`src/rtl/gpo_timed.sv`:
```
`default_nettype none
// ============================================================================
// Module   : gpo_timed
// Purpose  : General-purpose output core for an MMIO slot. Drives W output
//            bits from a processor-writable register. Supports atomic
//            set/clear/toggle and a hardware-timed one-shot pulse.
// Ports    : clk      - system clock, rising edge
//            reset    - synchronous reset, active low
//            cs       - chip select
//            read     - read strobe (no side effects)
//            write    - write strobe, qualified by cs
//            addr     - register index (0 DATA, 1 SET, 2 CLR, 3 TGL,
//                       4 PLEN, 5 PULSE, 6 STATUS)
//            wr_data  - write data
//            rd_data  - combinational read data
//            data_out - external outputs
// Revision : 1.0 - initial release
// ============================================================================
module gpo_timed #(
  parameter int W = 8
) (
  input  logic          clk,
  input  logic          reset,
  input  logic          cs,
  input  logic          read,
  input  logic          write,
  input  logic [4:0]    addr,
  input  logic [31:0]   wr_data,
  output logic [31:0]   rd_data,
  output logic [W-1:0]  data_out
);

  localparam logic [4:0] ADDR_DATA   = 5'd0;
  localparam logic [4:0] ADDR_SET    = 5'd1;
  localparam logic [4:0] ADDR_CLR    = 5'd2;
  localparam logic [4:0] ADDR_TGL    = 5'd3;
  localparam logic [4:0] ADDR_PLEN   = 5'd4;
  localparam logic [4:0] ADDR_PULSE  = 5'd5;
  localparam logic [4:0] ADDR_STATUS = 5'd6;

  typedef enum logic [0:0] {
    IDLE   = 1'b0,
    ACTIVE = 1'b1
  } state_t;

  state_t        state, state_nxt;
  logic [W-1:0]  out_reg, out_nxt;
  logic [15:0]   plen, plen_nxt;
  logic [W-1:0]  pmask, pmask_nxt;
  logic [15:0]   cnt, cnt_nxt;

  logic          wr_en;
  logic [W-1:0]  wr_mask;
  logic          busy;

  // Reads have no side effects and upper write bits are never stored.
  logic          unused_bits;
  assign unused_bits = ^{read, wr_data[31:16]};

  assign wr_en   = cs & write;
  assign wr_mask = wr_data[W-1:0];
  assign busy    = (state == ACTIVE);

  // State and register file.
  always_ff @(posedge clk) begin
    if (!reset) begin
      state   <= IDLE;
      out_reg <= '0;
      plen    <= '0;
      pmask   <= '0;
      cnt     <= '0;
    end else begin
      state   <= state_nxt;
      out_reg <= out_nxt;
      plen    <= plen_nxt;
      pmask   <= pmask_nxt;
      cnt     <= cnt_nxt;
    end
  end

  // Next-state logic. The bus write is evaluated first; the pulse expiry
  // clear is applied afterwards so pulse bits always end low even when a
  // write lands on the expiry edge.
  always_comb begin
    state_nxt = state;
    out_nxt   = out_reg;
    plen_nxt  = plen;
    pmask_nxt = pmask;
    cnt_nxt   = cnt;

    if (wr_en) begin
      case (addr)
        ADDR_DATA: out_nxt  = wr_mask;
        ADDR_SET:  out_nxt  = out_reg | wr_mask;
        ADDR_CLR:  out_nxt  = out_reg & ~wr_mask;
        ADDR_TGL:  out_nxt  = out_reg ^ wr_mask;
        ADDR_PLEN: plen_nxt = wr_data[15:0];
        ADDR_PULSE: begin
          // Only an idle FSM starts a pulse; zero length or empty mask is a no-op.
          if (state == IDLE && plen != 16'd0 && wr_mask != '0) begin
            state_nxt = ACTIVE;
            pmask_nxt = wr_mask;
            cnt_nxt   = plen;
            out_nxt   = out_reg | wr_mask;
          end
        end
        default: ;
      endcase
    end

    if (state == ACTIVE) begin
      if (cnt == 16'd1) begin
        out_nxt   = out_nxt & ~pmask;
        cnt_nxt   = 16'd0;
        pmask_nxt = '0;
        state_nxt = IDLE;
      end else begin
        cnt_nxt = cnt - 16'd1;
      end
    end
  end

  // Combinational read mux.
  always_comb begin
    rd_data = 32'd0;
    case (addr)
      ADDR_DATA:   rd_data = {{(32-W){1'b0}}, out_reg};
      ADDR_PLEN:   rd_data = {16'd0, plen};
      ADDR_PULSE:  rd_data = {{(32-W){1'b0}}, pmask};
      ADDR_STATUS: rd_data = {cnt, 15'd0, busy};
      default:     rd_data = 32'd0;
    endcase
  end

  assign data_out = out_reg;

endmodule
`default_nettype wire

```
`config.mk`:
```
export PLATFORM = sky130hd
export DESIGN_NAME = gpo_timed
export DESIGN_NICKNAME = d
export VERILOG_FILES = /design/src/rtl/gpo_timed.sv
export SDC_FILE = /design/constraint.sdc
export NUM_CORES = 1
export LEC_CHECK = 0
export CAP_MARGIN = 20
export CORE_ASPECT_RATIO = 0.8
export CORE_MARGIN = 4
export CORE_UTILIZATION = 30
export DETAILED_ROUTE_END_ITERATION = 10
export SYNTH_ARGS = -nofsm -noshare
export SYNTH_HDL_FRONTEND = slang
export SYNTH_SLANG_ARGS = --single-unit
```
`constraint.sdc`:
```
create_clock -name clk -period 3.25 [get_ports clk]
set_clock_uncertainty 0.05 [all_clocks]
set_input_delay 0.8125 -clock clk [delete_from_list [all_inputs] [get_ports clk]]
set_output_delay 0.8125 -clock clk [all_outputs]
set_load 0.005 [all_outputs]
```
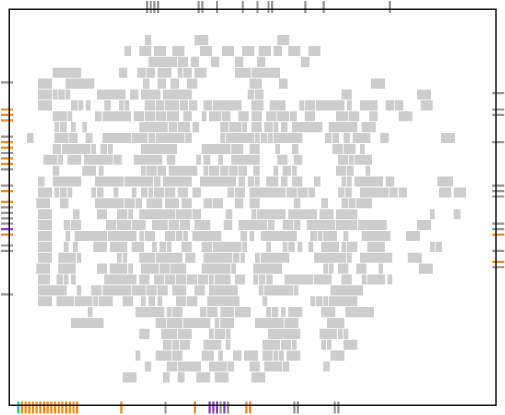
run_1/pins.png
(4 px per micron) Pins as bars across the die edge, other pins in grey.
[cyan] read | pins: 1 | direction: input | edge: south
[orange] wr_data | pins: 32 | direction: input | edge: 20 south, 10 west, 2 east
[purple] addr | pins: 5 | direction: input | edge: 4 south, 1 west
all pins by edge: 32 south, 23 west, 14 north, 13 east

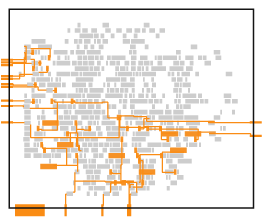
run_1/port_nets.png
(2 px per micron)
[orange] wr_data | bits: 32 | direction: input | end cells: 42 | wire: 784 microns

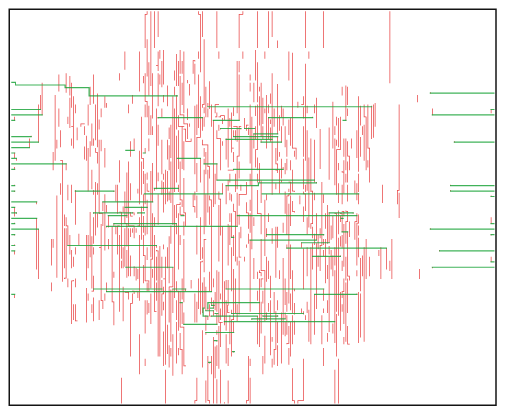
run_1/metal_stack.png
(4 px per micron) Only two layers are drawn.
[green] met3 | wire length: 883 microns
[red] met2 | wire length: 4660 microns

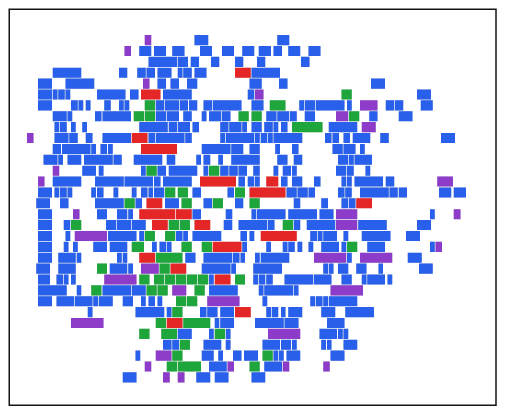
run_1/drive_strength.png
(4 px per micron)
[green] drive 3 to 4 | cells: 56 | share: 12%
[red] drive 6 and up | cells: 20 | share: 4.1%
[purple] drive 2 | cells: 33 | share: 6.8%
[blue] drive 1 or less | cells: 377 | share: 78%

==> Slide: Implementation Results, run 1 <==
Key Metrics from the Run

Final layout
  • NonClk Buf Share: about a quarter
  • Layout Nets: 545
  • Clock-cell share of area: 3.55%
  • Flop share of the area: ~22%
  • Most frequent cells in the layout: nand2_1, dfxtp_1, buf_4, inv_1, a21oi_1
  • Sequential cell area: 981 sq um
  • Fillers: roughly 1000
  • Logic share of the area: 43.1%
  • Final instance area: 4410 sq um
  • Non-clock buffers: 126
  • Synth-to-Final Area Change: 43.1%
  • Most numerous logic cell after layout: nand2_1
  • Non-Clock Inverter Count: 35

Detailed routing
  • 1st-pass router iterations: 5
  • Routed length per instance: between 15 and 20 microns
  • Via density: 5.28
  • DRT Wirelength: 10.6 mm
  • DRT iter0 DRCs: around 260
  • DRC viols: 0

Pwr
  • Pwr Total: 1.31 mW
  • Flop pwr share: a little under half
  • Max IR drop VDD: 0.180 mV
  • Pleak: 1.94 nW
  • Switching pwr: 314 uW
  • PwrDens: 296 nW/um^2
  • P_int: 991 uW
  • Clk pwr share: between 40% and 50%

Final timing
  • Setup WS post-layout: around 40 ps
  • Setup violators final: 0
  • Fin crit share: 98.8%
  • Final Max Tran Viols: 0
  • Unrepaired setup endpoints after global routing: false

GRT
  • Antenna violations before repair: 0
  • First-pass GRT wire length: 17.1 mm
  • Largest net degree at the start of global routing: 27
  • Gr usage total: between 10% and 20%
  • Overflow after GRT: 0

Synth
  • Simple-gate portion of the synthesized area: 27.0%
  • Async set-reset flop share out of synthesis: 0%
  • Cell type with the largest total area: dfxtp_1
  • Adder Area Share: 7.31%
  • Area of the mapped netlist: 3080 sq um
  • Gate Count Post-Synth: approximately 370
  • Yosys cell types: 52
  • Synth Area per Inst: 8.31 sq um
  • Synth Flop Type: dfxtp_1
  • Ao+oa area frac: 18.0%
  • Post-synth EDFFs: 0
  • XOR/XNOR Area Share: under 10%
  • Register share after synthesis: 31.8%
  • Yosys stat area: 3080 sq um
  • Top cells by count, synth: nand2_1, dfxtp_1, inv_1

Floorplan
  • Die area: 12000 sq um
  • Die W: 121 microns
  • Cell row count: 32
  • Tapcell Cnt: 136
  • Initial Utilization: around 31%

Worst setup path
  • Setup Crit Path Kind: in2out
  • R2r worst-path depth: 7
  • CP startpoint kind: input port
  • Worst reg-to-reg setup slack: ~560 ps
  • Crit path max fanout: 4

Clock network
  • Cts repair resizes: between 100 and 150
  • Root Driver: clkbuf_16
  • Worst-case clock buffer depth: 2
  • Post-CTS setup buffers: 19
  • H-tree Lvls: 2
  • Num CTS Buffers: 5

Placed design
  • Place WS: -486 ps
  • Area post-placement: 4100 sq um
  • Routability cong.: 0.828
  • Post-DP HPWL: ~7.5 mm
  • Port bufs: 64

Hold path
  • Hold path depth: 2

Flow run
  • Tool Warnings: between 50 and 60
  • Max Cap Viol: 0

Status
  • Status: finished, final reports clean
## run 1: flip-flops by register name, indices dropped and copies added, names as in the netlist
signal and flops:
cnt 16, plen 16, data_out 8, pmask 8
busy 1
## run 1: stage by stage
| stage | hold WS (ps) | cells | utilization (%) | setup TNS, ps |
|---|---|---|---|---|
| 2_1_floorplan | 391 | 371 | - | 0 |
| 3_3_place_gp | 406 | 591 | 41.6 | -13620 |
| 3_5_place_dp | 417 | 591 | 41.6 | -13840 |
| 4_1_cts | 432 | 622 | 44.8 | 0 |
| 5_1_grt | 450 | 622 | 44.8 | 0 |
| 6_report | 434 | 622 | 44.8 | 0 |
## run 1: power by group through the flow
stage | combinational (mW) | clock [mW] | sequential (mW)
final | 0.148 | 0.552 | 0.605
after CTS | 0.147 | 0.557 | 0.605
after global placement | 0.132 | 0 | 0.619
after detailed placement | 0.136 | 0 | 0.619
after global routing | 0.159 | 0.590 | 0.605
after floorplan | 0.0575 | 0 | 0.618
## run 1: critical path: stages
cell             delay (ps)
clkdlybuf4s15_1         190
or3b_4                  430
buf_4                   160
nor3b_4                 210
buf_4                   170
a222oi_1                 90
inv_1                    80
clkdlybuf4s15_1         200
## run 1: layer usage
metal | wire [microns] | share of wire [%] | vias to the layer above | GRT usage [%]
li1 | - | - | 1562 | -
met1 | 4890 | 46 | 1547 | 25.2
met2 | 4660 | 44 | 155 | 26.5
met3 | 883 | 8.3 | 21 | 3.50
met4 | 177 | 1.7 | 0 | 4.74
met5 | 0 | 0 | - | 0
## run 1: worst max path at each step
stage,from,endpoint,depth (start not counted)
3_3_place_gp,addr[2],rd_data[0],7
6_report,addr[2],rd_data[7],8
2_1_floorplan,addr[3],rd_data[0],5
3_5_place_dp,addr[2],rd_data[0],7
4_1_cts,addr[3],rd_data[3],8
5_1_grt,addr[2],rd_data[0],9
run_1/final_placement.png
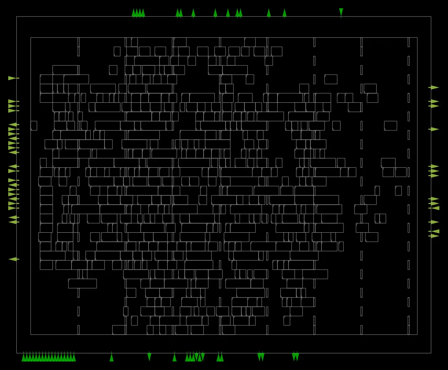

## Run 2: what changed since run 1
GPL_TIMING_DRIVEN = 0   (was default)
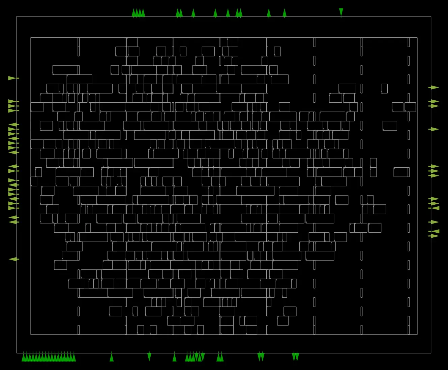
run_2/final_placement.png
Layout Cells excl Fill: 600
flop share of the area: 23.1%
CORE AREA: 9850 sq um
fin util: 43.1%
Tapcell Cnt: 136

==> Slide: Implementation Results, run 2 <==
Key Metrics from the Run

Synth
  • Post-synth EDFFs: 0
  • Synth Flop Type: dfxtp_1
  • Synth Warn #: 0
  • Adder Area Share: 7.31%
  • Cell type with the largest total area: dfxtp_1
  • Largest family of logic cells by area: simple AND/OR/NAND/NOR gates
  • MUX area fraction: 6.82%
  • Yosys cell types: around 52
  • Synth Area per Inst: 8.31 sq um
  • Gate Count Post-Synth: about 370
  • Area of the mapped netlist: 3080 sq um
  • Yosys stat area: 3080 sq um
  • XOR/XNOR Area Share: 1.42%
  • Synthesized registers: about 49
  • Simple-gate portion of the synthesized area: between 20% and 30%
  • Ao+oa area frac: between 10% and 20%
  • Top cells by count, synth: nand2_1, dfxtp_1, inv_1
  • Register share after synthesis: 31.8%
  • Yosys cell count: around 370
  • Top cells by area: dfxtp_1, nand2_1, ha_1, mux4_2, and2_1
  • Most common cell in the netlist: nand2_1
  • Async set-reset flop share out of synthesis: 0%

Clock network
  • H-tree Lvls: 2
  • Root Driver: clkbuf_16
  • Worst-case clock buffer depth: 2
  • Clock Sinks: 49
  • Num CTS Buffers: 5

Floorplan
  • Ports: approximately 82
  • Die area: 12000 sq um
  • Initial Utilization: 31.3%
  • Die H: 98.7 microns
  • Die W: 121 microns
  • Cell row count: 32

Final timing
  • Final Hold Vio Count: 0
  • Achievable Freq: 321 MHz
  • Measured slew at the worst slew-check pin: 716 ps
  • Final Max Tran Viols: 0
  • Rel. slew slack: 52.1%
  • Setup WS post-layout: 134 ps
  • Fin crit share: a little over nine tenths
  • Unrepaired setup endpoints after global routing: false
  • Setup violators final: 0

Detailed routing
  • Routed length per instance: 16.9 microns
  • Routed Antenna Nets: 0
  • DRC viols: 0
  • DRT iter0 DRCs: 274
  • 1st-pass router iterations: 5
  • DRT Wirelength: 10.1 mm
  • Via density: 5.27
  • DR vias: 3159

Worst setup path
  • Crit path DRT: 2390 ps
  • Worst reg-to-reg setup slack: 640 ps
  • CP startpoint kind: input port
  • Setup Crit Path Kind: in2out
  • CP Capture Type: output port
  • Crit path max fanout: 10

Status
  • Status: finished, final reports clean

Placed design
  • Port bufs: between 60 and 70
  • Routability cong.: about 0.84
  • Area post-placement: 3900 sq um
  • Place WS: -1760 ps
  • Post-DP HPWL: 7.29 mm

GRT
  • Gr usage total: between 10% and 20%
  • Largest net degree at the start of global routing: 17
  • First-pass GRT wire length: 16.8 mm
  • Antenna violations before repair: 0
  • Vias in the first global route: 3226
  • Overflow after GRT: 0

Final layout
  • Most numerous logic cell after layout: nand2_1
  • Most frequent cells in the layout: nand2_1, dfxtp_1, inv_1, a21oi_1, clkdlybuf4s50_1
  • Final instance area: 4250 sq um
  • Synth-to-Final Area Change: 37.8%
  • Largest regs: cnt: 16 flops, plen: 16 flops
  • Layout Nets: ~520
  • Fillers: 1018

Pwr
  • Pleak: 1.82 nW
  • PwrDens: 334 nW/um^2
  • Max IR drop VDD: 0.220 mV

Flow run
  • Tool Warnings: 52
  • Max Cap Viol: 0

Hold path
  • Hold Crit Class: reg2reg
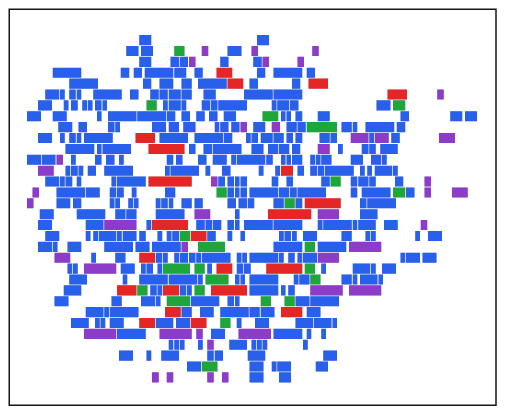
run_2/drive_strength.png
(4 px per micron)
[purple] drive 2 | cells: 41 | share: 8.8%
[blue] drive 1 or less | cells: 377 | share: 81%
[red] drive 6 and up | cells: 22 | share: 4.7%
[green] drive 3 to 4 | cells: 24 | share: 5.2%

-- run 2: worst paths after layout --
kind	from	endpoint	cells past startpoint
hold reg to reg	pmask[3]	data_out[3]	1
hold / removal	pmask[3]	data_out[3]	1
setup reg to reg	cnt[0]	pmask[1]	8
setup / recovery	addr[1]	rd_data[7]	7
-- run 2: final cells by class --
cell class	instances	area [sq um]	area share [%]
clock buffers	5	125	2.95
inverters	35	131	3.09
plain buffers	18	128	3.00
clock inverters	3	68.8	1.62
well taps	136	170	4.01
flip-flops and latches	49	981	23.1
repair buffers	86	739	17.4
multi-input cells	268	1900	44.8
-- run 2: critical path: stages --
cell and delay (ps):
clkdlybuf4s15_2 290, clkbuf_8 240, nor3_4 70, buf_4 160, a222oi_1 390, inv_1 70
clkdlybuf4s15_1 210
-- run 2: power by group --
group | total, mW | internal [mW] | switching, mW
Combinational | 0.129 | 0.0646 | 0.0646
Sequential | 0.605 | 0.602 | 0.00300
Clock | 0.684 | 0.444 | 0.240
-- run 2: layer usage --
layer,GRT usage [%],wire length [microns],vias up
met5,0,0,-
met4,6.37,168,0
met3,3.79,857,14
met2,25.5,4410,132
met1,25.2,4700,1496
li1,-,-,1517
-- run 2: repair_timing --
item,in CTS,in global routing
setup endpoints to repair,42,27
resized,116,11
pin swaps,6,5
buffers inserted,19,0
gates cloned,2,0
-- run 2: through the flow --
step | hold WS [ps] | power (mW) | instances | setup TNS [ps] | util [%]
after detailed placement | 417 | 0.736 | 572 | -51790 | 39.6
final | 423 | 1.42 | 600 | 0 | 43.1
after global routing | 448 | 1.46 | 600 | 0 | 43.1
after CTS | 426 | 1.43 | 601 | 0 | 43.6
after global placement | 408 | 0.734 | 571 | -51620 | 39.5
after floorplan | 391 | 0.676 | 371 | 0 | -
run_2/metal_stack.png
(4 px per micron) Only two layers are drawn.
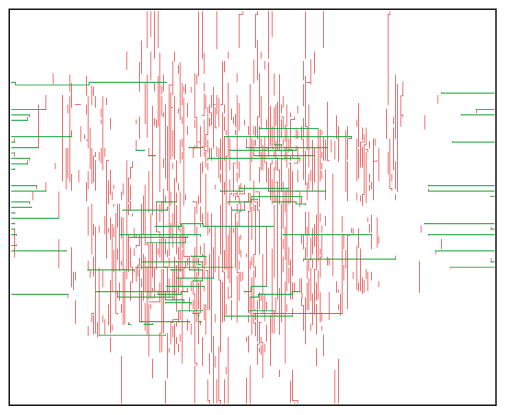

## Run 3: what changed since run 2
CORE_MARGIN = 2   (was 4)
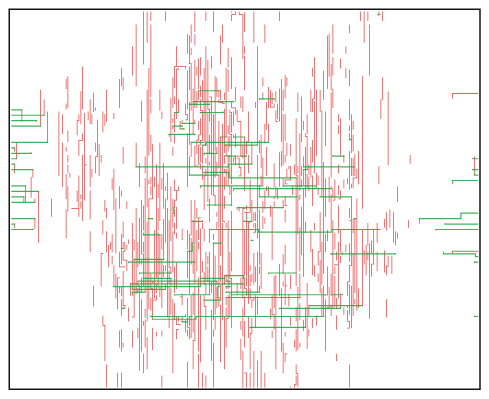
run_3/metal_stack.png
(4 px per micron) Only two layers are drawn.
DRT Wirelength: 10.1 mm
DR vias: 3229

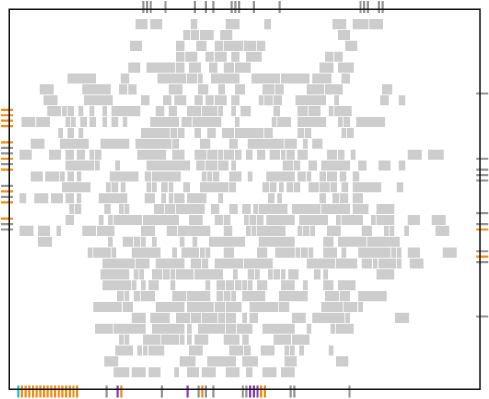
run_3/pins.png
(4 px per micron) Pins as bars across the die edge, other pins in grey.
Die W: 117 microns
port bufs: 64

==> Slide: Implementation Results, run 3 <==
Key Metrics from the Run

Final timing
  • Final Max Tran Viols: 0
  • Rel. slew slack: 47.5%
  • Fin crit share: 98.0%

Pwr
  • Pwr Total: 1.35 mW
  • P_int: 1.05 mW
  • Seq pwr: between 600 and 700 uW
  • PwrDens: roughly 310 nW/um^2
  • Comb. pwr: about 130 uW
  • Clock group total power: approximately 600 uW
  • Pleak: 1.86 nW
  • Max IR drop VDD: approximately 0.22 mV

Placed design
  • Routability cong.: 0.890

Detailed routing
  • Met3 routed WL: just under 800 microns
  • 1st-pass router iterations: 6
  • Routed Antenna Nets: 0
  • Top layer in use: met4
  • DRT iter0 DRCs: 303
  • DR WL met2: 4.41 mm
  • DRC viols: 0

GRT
  • Overflow after GRT: 0
  • Largest net degree at the start of global routing: 16
  • First-pass GRT wire length: 16.0 mm
  • Grt met1 use: 24.5%

Final layout
  • Layout Nets: 526
  • Most frequent cells in the layout: nand2_1, dfxtp_1, inv_1, a21oi_1, clkdlybuf4s50_1

Worst setup path
  • CP Capture Type: output port
  • Crit path to: rd_data[21]
  • CP startpoint kind: input port
  • Crit path DRT: approximately 2400 ps
  • CP max stage delay: 260 ps
  • CP Launch Point: addr[1]
  • Critical R2R Capture: pmask[6]

Floorplan
  • Die area: 11100 sq um
  • Ports: 82

Status
  • Status: finished, final reports clean

Synth
  • Top cells by count, synth: nand2_1, dfxtp_1, inv_1
  • Async set-reset flop share out of synthesis: 0%
  • Most common cell in the netlist: nand2_1
  • Synth Flop Type: dfxtp_1

Hold path
  • Hold path depth: 1
==> run 3: cell count changes in the layout (fill, tap and decap cells not counted) <==
cell	before	now
clkbuf_8	4	5
buf_12	0	1
bufinv_16	2	1
clkinvlp_4	0	1
buf_2	14	10
dlygate4sd2_1	10	19
buf_4	15	19
clkdlybuf4s15_2	4	3
inv_6	1	0
clkbuf_2	8	2
==> run 3: critical path, delay by kind of cell <==
family                 cells  cell delay (ps)
AND/OR/NAND/NOR            2              310
buffers and inverters      8             1190
==> run 3: cell type report <==
class / instances / area, sq um / share of cell area, %
plain buffers: 19 / 141 / 3.29
clock buffers: 6 / 139 / 3.23
clock inverters: 2 / 37.5 / 0.872
inverters: 35 / 131 / 3.05
multi-input cells: 268 / 1900 / 44.3
flip-flops and latches: 49 / 981 / 22.8
well taps: 140 / 175 / 4.07
repair buffers: 88 / 793 / 18.4
==> run 3: through the flow <==
| step | hold slack, ps | setup slack, ps | util [%] | cell area [sq um] | setup TNS, ps |
|---|---|---|---|---|---|
| after global placement | 405 | -1760 | 38.5 | 3900 | -54250 |
| final | 422 | 65.7 | 42.5 | 4300 | 0 |
| after CTS | 426 | 22.0 | 42.4 | 4290 | 0 |
| after floorplan | 391 | 253 | - | 3080 | 0 |
| after global routing | 451 | 4.90 | 42.5 | 4300 | 0 |
| after detailed placement | 418 | -1760 | 38.5 | 3900 | -54340 |
==> run 3: logic make-up after synthesis <==
group	count (synthesis)	share of synthesized area, %
AOI/OAI and AO/OA	78	18.0
muxes	11	6.82
adders and majority gates	18	7.31
xor gates and xnor gates	5	1.42
buffers and inverters	54	7.63
and+or+nand+nor	156	27.0
DFF	49	31.8
==> run 3: repair_timing <==
action | in CTS | in global routing
gates cloned | 1 | 0
setup buffers | 22 | 1
pin swaps | 6 | 1
resized | 105 | 2
setup endpoints to repair | 43 | 6
Power figures rest on the tool's default switching activity, not on a simulated workload.
